===== src/rtl/dense_layer_seq_if.sv =====
// Handshake and data bundle for one dense layer: vector in, result out, plus status.
// Master drives the vector and out_ready; the layer (slave) drives result and status.
interface dense_layer_seq_if #(
  parameter int WIDTH = 8,
  parameter int N_IN  = 4,
  parameter int N_OUT = 4,
  parameter int OUT_W = 16
);
  logic                        in_valid;
  logic                        in_ready;
  logic [N_IN*WIDTH-1:0]       x_flat;
  logic [N_OUT*N_IN*WIDTH-1:0] w_flat;
  logic [N_OUT*WIDTH-1:0]      b_flat;
  logic [1:0]                  act_mode;
  logic                        out_valid;
  logic                        out_ready;
  logic [N_OUT*OUT_W-1:0]      y_flat;
  logic                        sat;
  logic                        busy;

  modport master (
    output in_valid, x_flat, w_flat, b_flat, act_mode, out_ready,
    input  in_ready, out_valid, y_flat, sat, busy
  );

  modport slave (
    input  in_valid, x_flat, w_flat, b_flat, act_mode, out_ready,
    output in_ready, out_valid, y_flat, sat, busy
  );
endinterface


===== src/rtl/dense_layer_seq.sv =====
// Fully-connected layer y = act(W*x + b) computed with a single time-shared signed MAC.
// Result is clamped to OUT_W bits; sat flags any clamped neuron of the current result.
//
// state | meaning
// IDLE  | waiting for in_valid, in_ready high
// MAC   | one product per cycle, neuron by neuron, y written at each neuron end
// DONE  | out_valid high, result held until out_ready
module dense_layer_seq #(
  parameter int WIDTH = 8,
  parameter int N_IN  = 4,
  parameter int N_OUT = 4,
  parameter int OUT_W = 16
) (
  input logic             clk,
  input logic             rst_n,
  dense_layer_seq_if.slave bus
);
  localparam int ACC_W = 2*WIDTH + $clog2(N_IN+1);
  localparam int P_W   = 2*WIDTH;
  localparam int I_W   = (N_IN  > 1) ? $clog2(N_IN)  : 1;
  localparam int J_W   = (N_OUT > 1) ? $clog2(N_OUT) : 1;
  localparam logic [I_W-1:0] I_LAST = I_W'(N_IN-1);
  localparam logic [J_W-1:0] J_LAST = J_W'(N_OUT-1);
  localparam logic signed [ACC_W-1:0] Y_MAX = {{(ACC_W-OUT_W+1){1'b0}}, {(OUT_W-1){1'b1}}};
  localparam logic signed [ACC_W-1:0] Y_MIN = {{(ACC_W-OUT_W+1){1'b1}}, {(OUT_W-1){1'b0}}};

  typedef enum logic [1:0] {IDLE, MAC, DONE} state_t;

  state_t                  state;
  logic [I_W-1:0]          i_cnt;
  logic [J_W-1:0]          j_cnt;
  logic [J_W-1:0]          j_next;
  logic signed [ACC_W-1:0] acc;
  logic [N_IN*WIDTH-1:0]   x_reg;
  logic [1:0]              mode_reg;
  logic [N_OUT*OUT_W-1:0]  y_reg;
  logic                    sat_reg;
  logic                    out_valid_reg;
  logic                    busy_reg;

  logic signed [WIDTH-1:0] x_sel;
  logic signed [WIDTH-1:0] w_sel;
  logic signed [WIDTH-1:0] b_first;
  logic signed [WIDTH-1:0] b_next;
  logic signed [P_W-1:0]   prod;
  logic signed [ACC_W-1:0] sum;
  logic signed [ACC_W-1:0] act_val;
  logic [OUT_W-1:0]        y_new;
  logic                    clamp;

  assign j_next  = (j_cnt == J_LAST) ? '0 : j_cnt + 1'b1;
  assign b_first = bus.b_flat[WIDTH-1:0];

  // Mux loops keep every select a constant slice, whatever N_IN/N_OUT are.
  always_comb begin
    x_sel  = '0;
    w_sel  = '0;
    b_next = '0;
    for (int k = 0; k < N_IN; k++) begin
      if (i_cnt == I_W'(k)) begin
        x_sel = x_reg[k*WIDTH +: WIDTH];
        for (int m = 0; m < N_OUT; m++)
          if (j_cnt == J_W'(m)) w_sel = bus.w_flat[(m*N_IN+k)*WIDTH +: WIDTH];
      end
    end
    for (int m = 0; m < N_OUT; m++)
      if (j_next == J_W'(m)) b_next = bus.b_flat[m*WIDTH +: WIDTH];
  end

  assign prod = P_W'(x_sel) * P_W'(w_sel);
  assign sum  = acc + ACC_W'(prod);

  always_comb begin
    case (mode_reg)
      2'd1:    act_val = sum[ACC_W-1] ? '0 : sum;
      2'd2:    act_val = sum[ACC_W-1] ? (sum >>> 3) : sum;
      default: act_val = sum;
    endcase
  end

  always_comb begin
    clamp = 1'b0;
    y_new = act_val[OUT_W-1:0];
    if (act_val > Y_MAX) begin
      clamp = 1'b1;
      y_new = Y_MAX[OUT_W-1:0];
    end else if (act_val < Y_MIN) begin
      clamp = 1'b1;
      y_new = Y_MIN[OUT_W-1:0];
    end
  end

  always_ff @(posedge clk or negedge rst_n) begin
    if (!rst_n) begin
      state         <= IDLE;
      i_cnt         <= '0;
      j_cnt         <= '0;
      acc           <= '0;
      x_reg         <= '0;
      mode_reg      <= '0;
      y_reg         <= '0;
      sat_reg       <= 1'b0;
      out_valid_reg <= 1'b0;
      busy_reg      <= 1'b0;
    end else begin
      case (state)
        IDLE: begin
          if (bus.in_valid) begin
            x_reg    <= bus.x_flat;
            mode_reg <= bus.act_mode;
            i_cnt    <= '0;
            j_cnt    <= '0;
            acc      <= ACC_W'(b_first);
            sat_reg  <= 1'b0;
            busy_reg <= 1'b1;
            state    <= MAC;
          end
        end
        MAC: begin
          if (i_cnt != I_LAST) begin
            acc   <= sum;
            i_cnt <= i_cnt + 1'b1;
          end else begin
            for (int m = 0; m < N_OUT; m++)
              if (j_cnt == J_W'(m)) y_reg[m*OUT_W +: OUT_W] <= y_new;
            sat_reg <= sat_reg | clamp;
            acc     <= ACC_W'(b_next);
            i_cnt   <= '0;
            j_cnt   <= j_next;
            if (j_cnt == J_LAST) begin
              out_valid_reg <= 1'b1;
              state         <= DONE;
            end
          end
        end
        DONE: begin
          if (bus.out_ready) begin
            out_valid_reg <= 1'b0;
            busy_reg      <= 1'b0;
            state         <= IDLE;
          end
        end
        default: state <= IDLE;
      endcase
    end
  end

  assign bus.in_ready  = (state == IDLE);
  assign bus.out_valid = out_valid_reg;
  assign bus.y_flat    = y_reg;
  assign bus.sat       = sat_reg;
  assign bus.busy      = busy_reg;
endmodule

===== src/flat_wrapper.sv =====
// flat-port wrapper written by rule: the top's interface ports become plain ports
module dense_layer_seq_flat 
#(
  parameter int WIDTH = 8,
  parameter int N_IN  = 4,
  parameter int N_OUT = 4,
  parameter int OUT_W = 16
)
  (clk, rst_n, bus_in_valid, bus_x_flat, bus_w_flat, bus_b_flat, bus_act_mode, bus_out_ready, bus_in_ready, bus_out_valid, bus_y_flat, bus_sat, bus_busy);
  dense_layer_seq_if #(.WIDTH(WIDTH), .N_IN(N_IN), .N_OUT(N_OUT), .OUT_W(OUT_W)) bus_i ();
  input logic clk;
  input logic rst_n;
  input wire logic [$bits(bus_i.in_valid)-1:0] bus_in_valid;
  input wire logic [$bits(bus_i.x_flat)-1:0] bus_x_flat;
  input wire logic [$bits(bus_i.w_flat)-1:0] bus_w_flat;
  input wire logic [$bits(bus_i.b_flat)-1:0] bus_b_flat;
  input wire logic [$bits(bus_i.act_mode)-1:0] bus_act_mode;
  input wire logic [$bits(bus_i.out_ready)-1:0] bus_out_ready;
  output wire logic [$bits(bus_i.in_ready)-1:0] bus_in_ready;
  output wire logic [$bits(bus_i.out_valid)-1:0] bus_out_valid;
  output wire logic [$bits(bus_i.y_flat)-1:0] bus_y_flat;
  output wire logic [$bits(bus_i.sat)-1:0] bus_sat;
  output wire logic [$bits(bus_i.busy)-1:0] bus_busy;
  assign bus_i.in_valid = bus_in_valid;
  assign bus_i.x_flat = bus_x_flat;
  assign bus_i.w_flat = bus_w_flat;
  assign bus_i.b_flat = bus_b_flat;
  assign bus_i.act_mode = bus_act_mode;
  assign bus_i.out_ready = bus_out_ready;
  assign bus_in_ready = bus_i.in_ready;
  assign bus_out_valid = bus_i.out_valid;
  assign bus_y_flat = bus_i.y_flat;
  assign bus_sat = bus_i.sat;
  assign bus_busy = bus_i.busy;
  dense_layer_seq #(.WIDTH(WIDTH), .N_IN(N_IN), .N_OUT(N_OUT), .OUT_W(OUT_W)) u_core (.clk(clk), .rst_n(rst_n), .bus(bus_i));
endmodule

===== config.mk =====
export PLATFORM = sky130hd
export DESIGN_NAME = dense_layer_seq_flat
export DESIGN_NICKNAME = d
export VERILOG_FILES = /design/src/rtl/dense_layer_seq_if.sv /design/src/rtl/dense_layer_seq.sv /design/src/flat_wrapper.sv
export SDC_FILE = /design/constraint.sdc
export NUM_CORES = 1
export LEC_CHECK = 0
export CORE_MARGIN = 5
export CORE_UTILIZATION = 30
export DETAILED_ROUTE_END_ITERATION = 8
export GPL_ROUTABILITY_DRIVEN = 1
export RECOVER_POWER = 50
export SYNTH_ARGS = -nofsm -noshare
export SYNTH_HDL_FRONTEND = slang
export SYNTH_SLANG_ARGS = --single-unit

===== constraint.sdc =====
create_clock -name clk -period 7.9 [get_ports clk]
set_input_delay 0.79 -clock clk [delete_from_list [all_inputs] [get_ports clk]]
set_output_delay 0.79 -clock clk [all_outputs]
set_load 0.005 [all_outputs]

Placed standard cells:
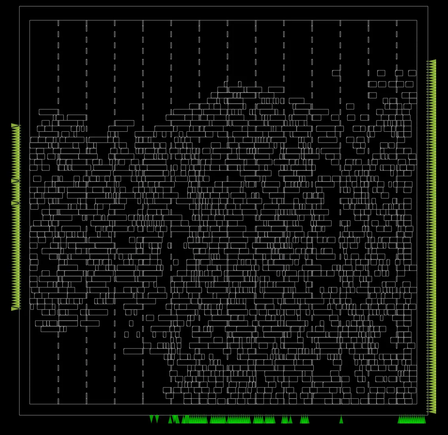
sequential portion of the cell area: 20.8%
non-filler cells in the finished layout: 1972
Layout Utilization: 42.7%
row count: 69

PDN straps and rails:
Drawn at 2 px/um. Pins as bars on the die edge.
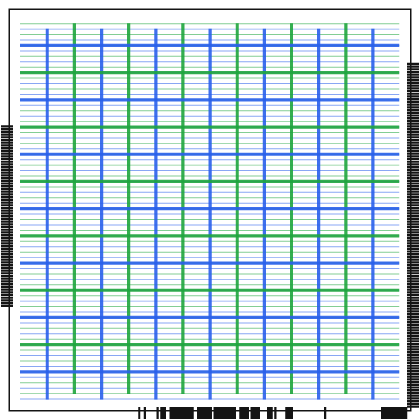
| net | color |
|---|---|
| VDD | green |
| VSS | blue |
signal pins: 266
rows: 69
met4 straps: 13
met1 rails: 70
Core ar.: 35600 um2

Sizing map:
Drawn at 1.5 px/um.
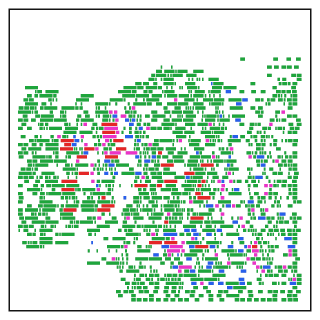
| size | color | cells | share |
|---|---|---|---|
| _6 and larger | red | 34 | 2.3% |
| _3 and _4 cells | magenta | 83 | 5.5% |
| _0 and _1 cells | green | 1317 | 87% |
| _2 cells | blue | 77 | 5.1% |
final instance area: 15200 um2
setup ws final: 0.310 ns
bufs w/o clock: 345
area grow syn2layout: 40.2%

Layout detail:
Region (75, 115) to (125, 165) um. Cells in gray, sequential cells in the stronger gray; small squares are vias.
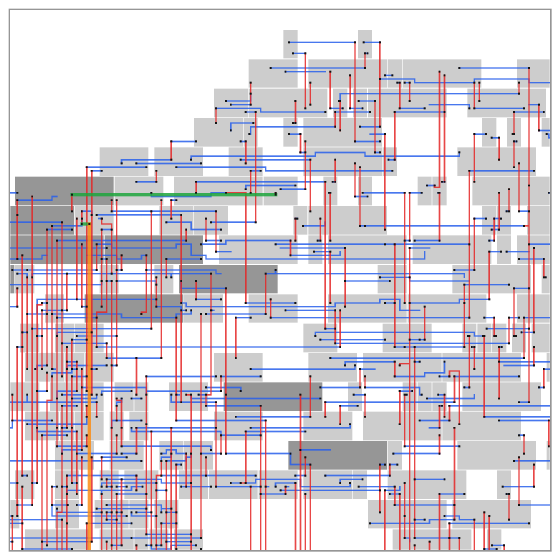
| layer | color |
|---|---|
| metal 4 | orange |
| metal 3 | green |
| metal 1 | blue |
| metal 2 | red |
sequential cells in the window: 8
cells with their middle in the window: 130
netlist names of flops here include: u_core.acc (8)
most frequent: inv_1 (33), fa_1 (26), ha_1 (13)

Routed metal per tile:
Drawn at 2 px/um. 40 x 40 tiles, from dark purple (low) to yellow (high), scaled to the fullest tile. Values are wire area over tile area, all layers added.
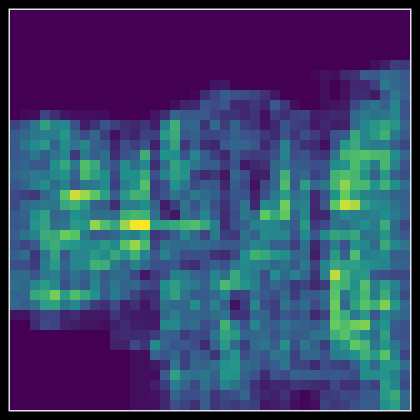
nearly empty tiles: 27%
fullest tile: 0.68
mean over tiles: 0.17
tiles over half the peak: 13%
emptiest ninth of the die: top left

==> final cells by class <==
type	instances	area, um2
clock buffer	18	439
clock inverter	13	154
fill	3437	20400
inverter	116	435
multi-input combinational	893	7100
sequential	126	3150
tap	461	577
timing repair buffer	345	3320
==> routing by layer <==
metal  part of all wire (%)  GRT usage, %
met3                    8.8          5.27
met2                     47          33.5
met1                     42          25.2
met4                    2.6          5.33
met5                  0.032             0
==> cell families (layout without fill, tap and decap cells) <==
family | count (synthesis) | count (layout) | synth area share [%]
muxes | 38 | 38 | 3.92
and+or+nand+nor | 361 | 361 | 14.9
xor gates and xnor gates | 17 | 17 | 1.57
AOI/OAI and AO/OA | 337 | 337 | 21.7
adders and majority gates | 140 | 140 | 22.1
buffers and inverters | 183 | 492 | 6.76
DFF | 126 | 126 | 29.1
==> what timing repair did <==
item	4_1_cts	5_1_grt
setup buffers	0	6
gates cloned	0	0
gates resized	2	36
setup endpoints to repair	5	65
pin swaps	0	7
==> cells in the mapped netlist, types with 3 or more instances <==
| cell type | number | area, um2 |
|---|---|---|
| nor2b_1 | 17 | 106 |
| xnor2_1 | 10 | 87.6 |
| a221oi_1 | 19 | 166 |
| ha_1 | 55 | 688 |
| buf_4 | 7 | 52.6 |
| fa_1 | 85 | 1700 |
| and2_1 | 3 | 18.8 |
| mux2_2 | 32 | 360 |
| nor3b_1 | 5 | 37.5 |
| dfrtp_1 | 126 | 3150 |
| o21a_1 | 3 | 22.5 |
| a211oi_1 | 7 | 52.6 |
| a311oi_1 | 4 | 35.0 |
| o21ai_0 | 58 | 290 |
| a21oi_1 | 70 | 350 |
| inv_1 | 114 | 428 |
| xor2_1 | 5 | 43.8 |
| nor2_1 | 114 | 428 |
| nand3_1 | 11 | 55.1 |
| nor3_1 | 16 | 80.1 |
| buf_1 | 6 | 22.5 |
| o211ai_1 | 60 | 450 |
| buf_2 | 8 | 40.0 |
| o311ai_0 | 7 | 61.3 |
| clkbuf_1 | 44 | 165 |
| o31ai_1 | 10 | 75.1 |
| a21o_1 | 13 | 97.6 |
| nand2_1 | 146 | 548 |
| nand2b_1 | 18 | 113 |
| or2_2 | 5 | 31.3 |
| o22ai_1 | 10 | 62.6 |
| a221o_1 | 21 | 210 |
| a2bb2oi_1 | 3 | 26.3 |
| o21ai_1 | 7 | 35.0 |
| mux2i_1 | 5 | 50.1 |
| a22o_1 | 7 | 61.3 |
| a32oi_1 | 3 | 26.3 |
| and3_1 | 8 | 50.1 |
| a31oi_1 | 6 | 37.5 |
| a22oi_1 | 9 | 67.6 |
==> worst register-to-register path: cells and delay by family, from the launching register on <==
kind	cells	cell delay, ns
buffers and inverters	6	0.78
AND-OR/OR-AND	12	2.63
AND/OR/NAND/NOR	4	0.74
flip-flops	1	0.45
adder cells (fa/ha/maj)	7	2.86
==> per-stage QoR <==
step	area, um2
2_1_floorplan	10800
3_3_place_gp	14400
3_5_place_dp	14400
4_1_cts	15000
5_1_grt	15200
6_report	15200
==> metrics.yaml <==
status:
  status: "complete, but fails checks"
  violations: "capacitance limit, slew limit"
min_path:
  min_path_cells: 2
drt:
  drt-total-wl_mm: 40.1
  vias: 10400
  ant_nets: 0
  drt-initial-drc-count: 721
floorplan:
  fp_util_pct: 30.4
  die_y_um: 200
  die_w_um: 200
  boundaryPins: 266
  dieArea_um2: 40000
final_timing:
  fin_crit_ns: 7.59
  final.period_utilization_pct: 96.1
  tightestPinTransition_ns: 3.10
  drv_slew: 185
  holdWs_ns: 0.486
yosys:
  edf_count: 0
  syn_area_per_cell_um2: 9.01
  syn_area_um2: 10800
  ys_seq_elements: 126
  yosysWarnings: 0
  syn_nets: 1540
  postSynthSeqShare_pct: 29.1
  yosys-stat-area_um2: 10800
setup_path:
  reg2reg_depth: 29
  critPathSlowestCell: "fa_1"
  crit_start: "u_core.j_cnt[0]"
  r2r-start: "u_core.j_cnt[0]"
  rrSetupSlack_ns: 0.31
  cp.required_ns: 8.18
  crit_family: "adder cells"
  cp.arrival_ns: 7.87
  slowest_delay_ns: 0.56
  cp-end-kind: "register"
placed_design:
  place_worst_setup_slack_ns: -0.156
  dp_hpwl_mm: 31.6
  gp_congestion: 0.920
grt:
  gr-total-overflow: 0
  grt_pass1_wl_mm: 61.9
  grt_max_degree: 71
run:
  max-cap-violations: 3
finish:
  largest_reg_flops: 64
  final_nets: 1837
  lay_top_count: "clkdlybuf4s50_1"
clock_tree:
  cts_buffers: 17
  clock_latency_ns: 0.42
  cts.path.max_buffers: 2
